==> src/rtl/gray_pkg.sv <==
// rtl/gray_pkg.sv - shared types and constants for the Gray-code decoder
package gray_pkg;

    typedef enum logic {
        IDLE,
        TRACK
    } gray_dec_state_e;

    localparam logic DirUp   = 1'b1;
    localparam logic DirDown = 1'b0;

endpackage

==> src/rtl/gray_decoder_if.sv <==
// rtl/gray_decoder_if.sv - input/output handshake bundle of the Gray-code decoder
interface gray_decoder_if #(
    parameter int Width = 4
);
    logic [Width-1:0] gray_i;
    logic             valid_i;
    logic             ready_o;
    logic [Width-1:0] binary_o;
    logic             valid_o;
    logic             ready_i;
    logic             dir_o;
    logic             step_err_o;

    modport slave (
        input  gray_i, valid_i, ready_i,
        output ready_o, binary_o, valid_o, dir_o, step_err_o
    );

    modport master (
        output gray_i, valid_i, ready_i,
        input  ready_o, binary_o, valid_o, dir_o, step_err_o
    );
endinterface

==> src/rtl/gray2bin.sv <==
// rtl/gray2bin.sv - combinational Gray-to-binary converter, inverse of bin2gray
module gray2bin #(
    parameter int Width = 4
) (
    input  logic [Width-1:0] gray_i,
    output logic [Width-1:0] binary_o
);

    // Each binary bit is the parity of the Gray bits at and above it.
    for (genvar i = 0; i < Width; i++) begin : g_bit
        assign binary_o[i] = ^gray_i[Width-1:i];
    end

endmodule

==> src/rtl/gray_decoder.sv <==
// rtl/gray_decoder.sv - registered Gray decoder with direction tracking and step-error counting
module gray_decoder
    import gray_pkg::*;
#(
    parameter int Width       = 4,
    parameter int ErrCntWidth = 8
) (
    input  logic                   clk_i,
    input  logic                   rst_ni,
    input  logic                   clear_i,
    gray_decoder_if.slave          io,
    output logic [ErrCntWidth-1:0] err_cnt_o
);

    gray_dec_state_e        state_q;
    logic [Width-1:0]       bin_d;
    logic [Width-1:0]       prev_q;
    logic [Width-1:0]       delta;
    logic [Width-1:0]       binary_q;
    logic                   valid_q;
    logic                   dir_q;
    logic                   step_err_q;
    logic [ErrCntWidth-1:0] err_cnt_q;
    logic                   accept;
    logic                   transfer;

    gray2bin #(.Width(Width)) u_gray2bin (
        .gray_i   (io.gray_i),
        .binary_o (bin_d)
    );

    assign io.ready_o    = !valid_q || io.ready_i;
    assign accept        = io.valid_i && io.ready_o;
    assign transfer      = valid_q && io.ready_i;
    assign delta         = bin_d - prev_q;

    assign io.binary_o   = binary_q;
    assign io.valid_o    = valid_q;
    assign io.dir_o      = dir_q;
    assign io.step_err_o = step_err_q;
    assign err_cnt_o     = err_cnt_q;

    always_ff @(posedge clk_i or negedge rst_ni) begin
        if (!rst_ni) begin
            state_q    <= IDLE;
            prev_q     <= '0;
            binary_q   <= '0;
            valid_q    <= 1'b0;
            dir_q      <= DirDown;
            step_err_q <= 1'b0;
            err_cnt_q  <= '0;
        end else begin
            if (accept) begin
                valid_q  <= 1'b1;
                binary_q <= bin_d;
                prev_q   <= bin_d;
                state_q  <= TRACK;
                // A clear in the accept cycle makes this word the first of a fresh history.
                if (clear_i || state_q == IDLE) begin
                    dir_q      <= DirDown;
                    step_err_q <= 1'b0;
                end else if (delta == Width'(1)) begin
                    dir_q      <= DirUp;
                    step_err_q <= 1'b0;
                end else if (delta == '1) begin
                    dir_q      <= DirDown;
                    step_err_q <= 1'b0;
                end else if (delta == '0) begin
                    step_err_q <= 1'b0;
                end else begin
                    step_err_q <= 1'b1;
                    if (err_cnt_q != '1) begin
                        err_cnt_q <= err_cnt_q + ErrCntWidth'(1);
                    end
                end
            end else if (transfer) begin
                valid_q <= 1'b0;
            end

            if (clear_i) begin
                err_cnt_q <= '0;
                if (!accept) begin
                    state_q <= IDLE;
                end
            end
        end
    end

endmodule

==> src/flat_wrapper.sv <==
// flat-port wrapper written by rule: the top's interface ports become plain ports
module gray_decoder_flat import gray_pkg::*;
#(
    parameter int Width       = 4,
    parameter int ErrCntWidth = 8
)
  (clk_i, rst_ni, clear_i, err_cnt_o, io_gray_i, io_valid_i, io_ready_i, io_ready_o, io_binary_o, io_valid_o, io_dir_o, io_step_err_o);
  gray_decoder_if #(.Width(Width)) io_i ();
  input  logic clk_i;
  input  logic rst_ni;
  input  logic clear_i;
  output logic [ErrCntWidth-1:0] err_cnt_o;
  input wire logic [$bits(io_i.gray_i)-1:0] io_gray_i;
  input wire logic [$bits(io_i.valid_i)-1:0] io_valid_i;
  input wire logic [$bits(io_i.ready_i)-1:0] io_ready_i;
  output wire logic [$bits(io_i.ready_o)-1:0] io_ready_o;
  output wire logic [$bits(io_i.binary_o)-1:0] io_binary_o;
  output wire logic [$bits(io_i.valid_o)-1:0] io_valid_o;
  output wire logic [$bits(io_i.dir_o)-1:0] io_dir_o;
  output wire logic [$bits(io_i.step_err_o)-1:0] io_step_err_o;
  assign io_i.gray_i = io_gray_i;
  assign io_i.valid_i = io_valid_i;
  assign io_i.ready_i = io_ready_i;
  assign io_ready_o = io_i.ready_o;
  assign io_binary_o = io_i.binary_o;
  assign io_valid_o = io_i.valid_o;
  assign io_dir_o = io_i.dir_o;
  assign io_step_err_o = io_i.step_err_o;
  gray_decoder #(.Width(Width), .ErrCntWidth(ErrCntWidth)) u_core (.clk_i(clk_i), .rst_ni(rst_ni), .clear_i(clear_i), .io(io_i), .err_cnt_o(err_cnt_o));
endmodule
==> config.mk <==
export PLATFORM = sky130hd
export DESIGN_NAME = gray_decoder_flat
export DESIGN_NICKNAME = d
export VERILOG_FILES = /design/src/rtl/gray_pkg.sv /design/src/rtl/gray_decoder_if.sv /design/src/rtl/gray2bin.sv /design/src/rtl/gray_decoder.sv /design/src/flat_wrapper.sv
export SDC_FILE = /design/constraint.sdc
export NUM_CORES = 1
export LEC_CHECK = 0
export CAP_MARGIN = 20
export CORE_MARGIN = 3
export CORE_UTILIZATION = 50
export CTS_BUF_LIST = sky130_fd_sc_hd__clkbuf_4 sky130_fd_sc_hd__clkbuf_8 sky130_fd_sc_hd__clkbuf_16
export CTS_CLUSTER_SIZE = 28
export DETAILED_ROUTE_END_ITERATION = 6
export PLACE_DENSITY = 0.82
export SYNTH_ARGS = -nofsm -noshare
export SYNTH_HDL_FRONTEND = slang
export SYNTH_SLANG_ARGS = --single-unit
==> constraint.sdc <==
create_clock -name clk_i -period 4.3 [get_ports clk_i]
set_input_delay 0.645 -clock clk_i [delete_from_list [all_inputs] [get_ports clk_i]]
set_output_delay 0.645 -clock clk_i [all_outputs]
set_load 0.02 [all_outputs]
**Routing congestion map**

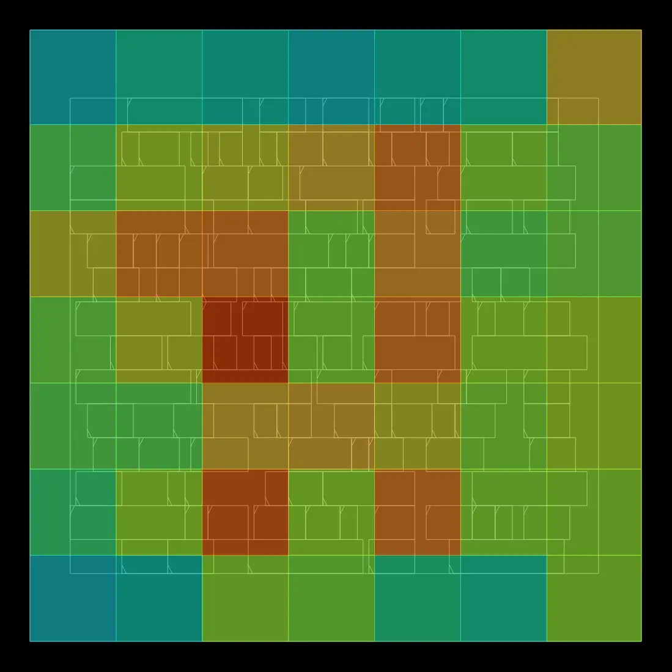
M1 GR Usage: 24.3%
All-Layer GR Usage: 18.2%
Avg WL per Cell: 13.5 µm
gr busiest metal: met2

**Layout detail**

Scale bar: 5 µm. Window x 27 to 47, y 27 to 47 µm. Cells in gray, sequential cells in the stronger gray; small squares are vias.
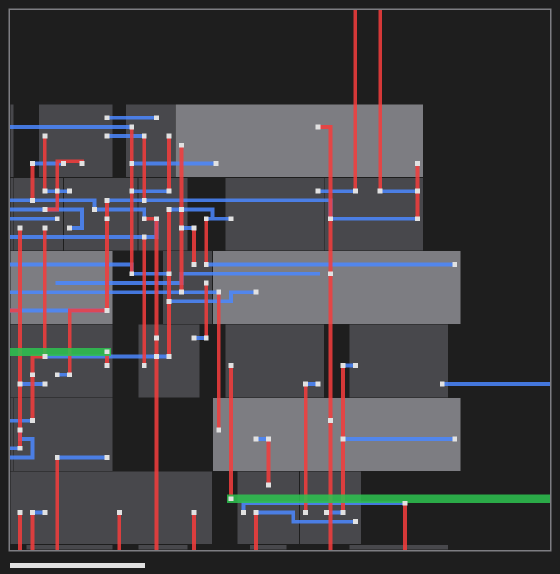
M1: shown in blue. M3: shown in green. M2: shown in red.
Most frequent: clkdlybuf4s50_1 (5), dfrtp_1 (3). Sequential cells in the window: 3. Netlist names of flops here include `u_core.err_cnt_o` (2), `u_core.io.valid_o` (1). 19 logic cells have their middle in the window.

**Metal layers overlaid**

Scale bar: 10 µm. Two of the layers only.
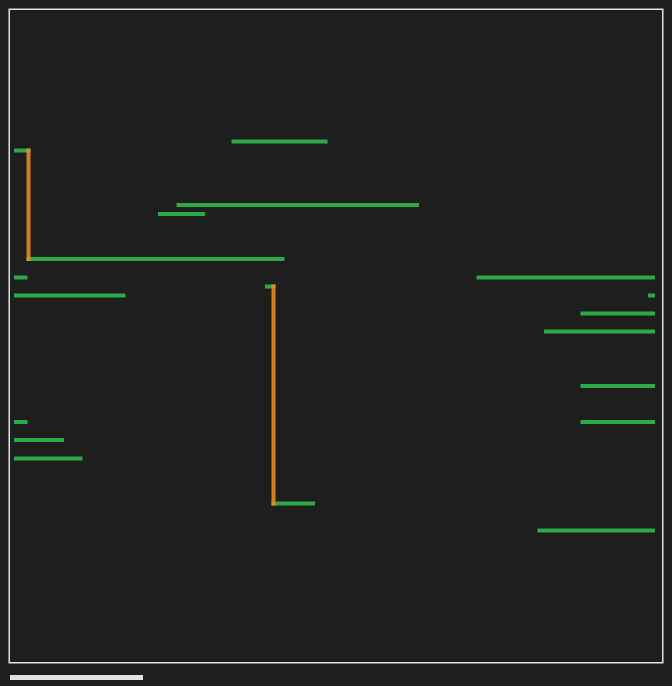
M4: shown in orange, wire length 24.5 µm. M3: shown in green, wire length 115 µm.

==> out/metrics.csv <==
stage;metric;value;unit
synthesis;Post-synth EDFFs;0;
layout;# fillers;135;
clocking;# hold bufs at CTS;0;
layout;Post-Layout Cell Count;138;
worst_hold_path;min-delay src;u_core.io.step_err_o$_DFFE_PN0P_;
synthesis;FFs w/ async S/R, synth;100;%
layout;layout clock buffer count;4;
synthesis;Compound-Gate Fraction of Synth Area;13.0;%
synthesis;top cells by area;dfrtp_1 (43%), ha_1 (5.4%), xor2_1 (4.7%), a21oi_1 (3.8%), nor2_1 (2.8%);
placed_design;RePlAce Congestion;0.710;
setup_path;Cell Chain, Critical Path;clkdlybuf4s50_1 -> xor2_1 -> xor2_1 -> xnor2_1 -> ha_1 -> inv_1 -> fa_1 -> xor2_1 -> nand3b_1 -> o31ai_2 -> nor4b_4 -> nand3_1 -> mux2_1;
sta;maximum achievable frequency;280;MHz
worst_hold_path;Hold Path End;u_core.io.step_err_o$_DFFE_PN0P_;
grt;antenna violations before repair;0;
layout;Top class by area;multi-input combinational cells;
synthesis;Chip Area, Yosys;923;µm²
power;power share of the clock group;22.8;%
setup_path;delay-heaviest family, CP;XOR/XNOR gates;
power;Sw Share;33.4;%
layout;max reg flops;8;
synthesis;Multiplexer share;4.74;%
layout;fin util;76.3;%
clocking;TritonCTS clock tree;built;
drt;Vias;727;
placed_design;dpl cells;134;
floorplan;die width;49.0;µm
synthesis;Dominant cell area share;43.4;%
grt;global-route wire length before repair;3420;µm
setup_path;critical path launch point type;input pin;
setup_path;crit-path max cell delay;0.53;ns
power;Comb power frac;37.1;%
synthesis;Synth Warn #;0;
grt;met2 Use GR;28.5;%
worst_hold_path;min-delay worst type;reg -> reg;
sta;Slew @ Worst Pin;0.712;ns
status;status;completed;
sta;Hold Vio Cnt, Final;0;
==> power groups by stage <==
| stage | sequential [mW] | clock (mW) | combinational [mW] |
|---|---|---|---|
| finish | 0.178 | 0.101 | 0.164 |
| global route | 0.180 | 0.114 | 0.181 |
| CTS | 0.178 | 0.104 | 0.166 |
| detailed placement | 0.180 | 0 | 0.163 |
| global placement | 0.179 | 0 | 0.161 |
| floorplan | 0.197 | 0 | 0.0885 |
==> cells by family (layout without fill, tap and decap cells) <==
logic type               count (synthesis)  after routing
flip-flops                              16             16
multiplexers                             4              4
XOR/XNOR                                 7              7
buffers and inverters                    6             33
adder cells (fa/ha/maj)                  5              5
AND-OR/OR-AND                           18             18
AND/OR/NAND/NOR                         31             31
Power and IR drop assume default switching activity.
